Design fc_classify_decision, sky130hd; sources not shown.
Run 1, clock network drawn from the DEF:
The bar under the picture is 20 microns long.
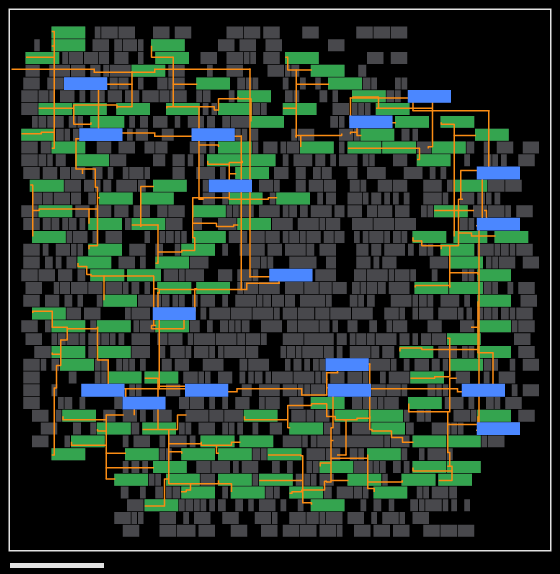
blue -> clock drivers  # count 17
orange -> clock wires  # length 1580 microns
green -> flip-flops  # count 124
flops lie = spread over the die
routed clock nets = 18
Clk power: 1.25 mW
clk latency late pin: 430 ps
clock share of power: 41.5%

Run 1, placed cells, one colour a class:
The bar under the picture is 20 microns long.
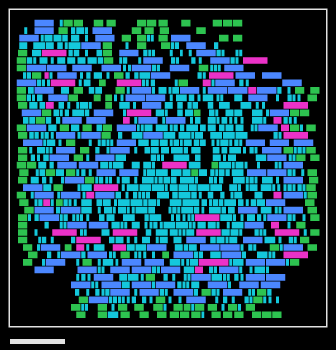
blue -> flops  # cells 124
green -> other buffers and delay cells  # cells 137
cyan -> combinational and other logic  # cells 623
magenta -> clock drivers and dummy loads  # cells 32
Core Area: 12000 sq um
sequential share of cell area: 30.0%

Run 1, where the registers sit:
The bar under the picture is 20 microns long. Other sequential cells in the stronger grey, the rest of the logic in the fainter grey.
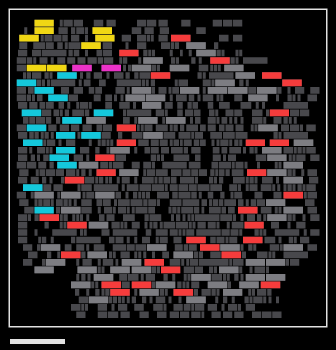
magenta -> `state_q`  # sequential cells 2
red -> `c1_q`  # sequential cells 32, where spread over the die
cyan -> `frame_count`  # sequential cells 16
yellow -> `drop_count`  # sequential cells 8, where top left
total sequential power: 1.17 mW
Layout Utilization: 69.0%

==> impl_metrics.toml, run 1 <==
# synthesis and place-and-route metrics
[status]
run_status = "finished, final reports clean"

[layout]
fin_cells = 1063
nonClockBufferCount = 137
finalNetCount = 1005
clkbuf_count = 18
fill_cells = 987
final-clk-cell-share_pct = 6.96
area_delta_synth_final_pct = 29.5
layout_top_cell = "nand2_1"
logic_gates = 623

[hold_path]
hold_path_depth = 2

[routing]
wire_per_inst_microns = 15.6
dr.first_iter.drc_count = 330
routed.top_layer = "met4"
antenna_left = 0
num_vias = 5927
wl_met3_microns = 1180

[cts]
cts_buffers = 17
cts_tree = "done"
htreeDepth = 4

[yosys]
ys_ff = 124
ys_cells = 800
syn-num-nets = 902
netlist_area_sq_um = 6400
ys_area_sq_um = 6400
synth.most_common_cell = "nand2_1"
syn_avg_cell_area_sq_um = 8.00
mux_share_pct = 0.156
ys_types = 46
aoi_share_pct = 14.8

[power]
pg_comb_mw = 0.589
p_switching_mw = 0.885
seqPwrFrac_pct = 38.9
internal-power_mw = 2.12
power_density_nw_per_um2 = 363
largestPowerGroup = "the clock network"

[global_routing]
grt-ovfl-total = 0
grt_usage_pct = 25.9
use_met1_pct = 31.4

[timing]
worstMarginPinSlew_ps = 1110
max_freq_mhz = 232

[critical_path]
crit_path_start_kind = "register"
cp.required_ps = 4940
critPathKind = "reg -> reg"

[place]
dp.cells = 1031
hpwl_microns = 10900
detailedPlace.worstSlack_ps = 296

[floorplanning]
die_area_sq_um = 13200
==> run 1: critical path: stages (launching register included) <==
cell	delay [ps]
dfxtp_1	340
nor4_1	430
nand4_1	140
nor2_1	200
and3_1	360
buf_4	250
nor2_1	70
ha_1	330
nand4_2	140
nor4_2	330
a21boi_2	220
o41ai_2	90
o2111ai_2	140
a21bo_2	660
o221a_1	330
==> run 1: timing repair <==
action,4_1_cts,5_1_grt
endpoints found under the setup margin,0,32
gates resized,0,1
buffers inserted,0,0
==> run 1: cell families (layout without fill, tap and decap cells) <==
group / Yosys count / after routing
AOI/OAI and AO/OA: 136 / 136
xor gates and xnor gates: 81 / 81
adders and majority gates: 34 / 34
buffers and inverters: 53 / 169
DFF: 124 / 124
muxes: 1 / 1
and+or+nand+nor: 371 / 371
## Run 2: what changed since run 1
Settings changed: CORE_UTILIZATION 52 to 45, PLACE_DENSITY 0.83 to 0.74.
==> run 2 against run 1 <==
  * Count of clock-buffer cells in the layout grew 5
  * Die area up 15%
  * Flip-flop count is the same
  * Wire length is essentially flat
==> impl_metrics.toml, run 2 <==
# synthesis and place-and-route metrics
[status]
run_status = "finished, final reports clean"

[yosys]
ys_types = 46
syn-num-nets = 902
ys_ff = 124
syn_avg_cell_area_sq_um = 8.00
ys_area_sq_um = 6400
ys_cells = 800
synth.most_common_cell = "nand2_1"
netlist_area_sq_um = 6400

[critical_path]
slowest_stage = "nor4_1"
cp.required_ps = 4880
path_cells = "nor4_1, nand4_1, nor2_1, and3_1, buf_4, nand2b_1, xnor2_1, ha_1, a21oi_1, a21boi_2, o41ai_2, o2111ai_2, a21bo_2, buf_4, o221a_1"
cpMostUsedCell = "buf_4"
crit_path_start_kind = "register"
cp.depth = 15
max_stage_delay_ps = 430
path_delay_family = "AND-OR/OR-AND gates"
crit_buf_inv = 2

[floorplanning]
fp.coreArea_sq_um = 13900
die_area_sq_um = 15200

[power]
seqPwrFrac_pct = 38.8
seq-power_mw = 1.18
largestPowerGroup = "the clock network"
internal-power_mw = 2.21
p_switching_mw = 0.820
power_density_nw_per_um2 = 364

[global_routing]
grt_usage_pct = 22.9
grt-ovfl-total = 0

[routing]
antenna_left = 0
dr.first_iter.drc_count = 336
wire_per_inst_microns = 15.1
num_vias = 5797

[place]
dp.cells = 1067
detailedPlace.worstSlack_ps = 736
hpwl_microns = 11300

[layout]
sh_seq_area_pct = 29.8
nonClockBufferCount = 140
fin_cells = 1098
layout_top_cell = "nand2_1"
logic_gates = 623
finalNetCount = 1008
final-clk-cell-share_pct = 6.90
clkbuf_count = 23
fill_cells = 1256
area_delta_synth_final_pct = 30.4
flops = 124

[timing]
max_freq_mhz = 246
whs_ps = 281
hold_viol = 0
worstMarginPinSlew_ps = 1050

[hold_path]
hold_path_depth = 2

[cts]
post_cts_buffers = 0
cts_buffers = 17
cts_tree = "done"
post_cts_resized = 0
htreeDepth = 4
==> run 2: cell families after synthesis <==
kind of cell | Yosys count | synth area share (%)
adder cells (fa/ha/maj) | 34 | 6.65
XOR/XNOR | 81 | 11.1
buffers and inverters | 53 | 3.54
AND/OR/NAND/NOR | 371 | 25.0
multiplexers | 1 | 0.156
AND-OR/OR-AND | 136 | 14.8
flip-flops | 124 | 38.8
==> run 2: layer usage <==
layer  share of wire [%]  routed length [microns]  global-route usage [%]  vias up
li1                    -                        -                       -     2940
met2                  45                     7530                    37.0      152
met3                 7.1                     1170                    6.64       24
met4                 1.7                      274                    7.67        0
met5                   0                        0                       0        -
met1                  46                     7600                    29.3     2681
Run 2, clock network drawn from the DEF:
The bar under the picture is 20 microns long.
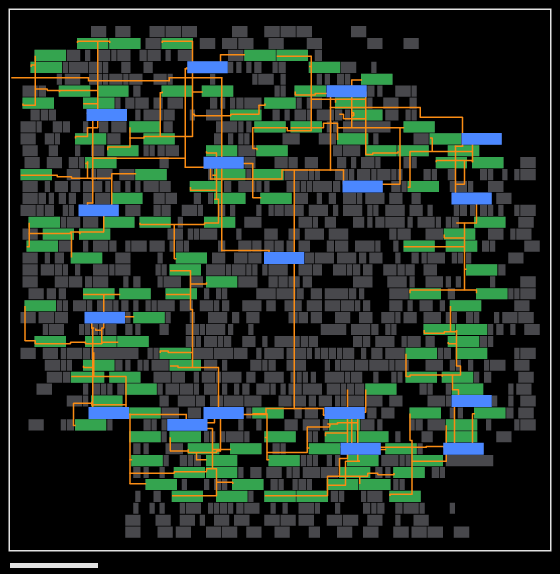
clk latency late pin: 420 ps
Clk power: 1.27 mW
clock share of power: 42.0%

Power figures rest on the tool's default switching activity, not on a simulated workload.
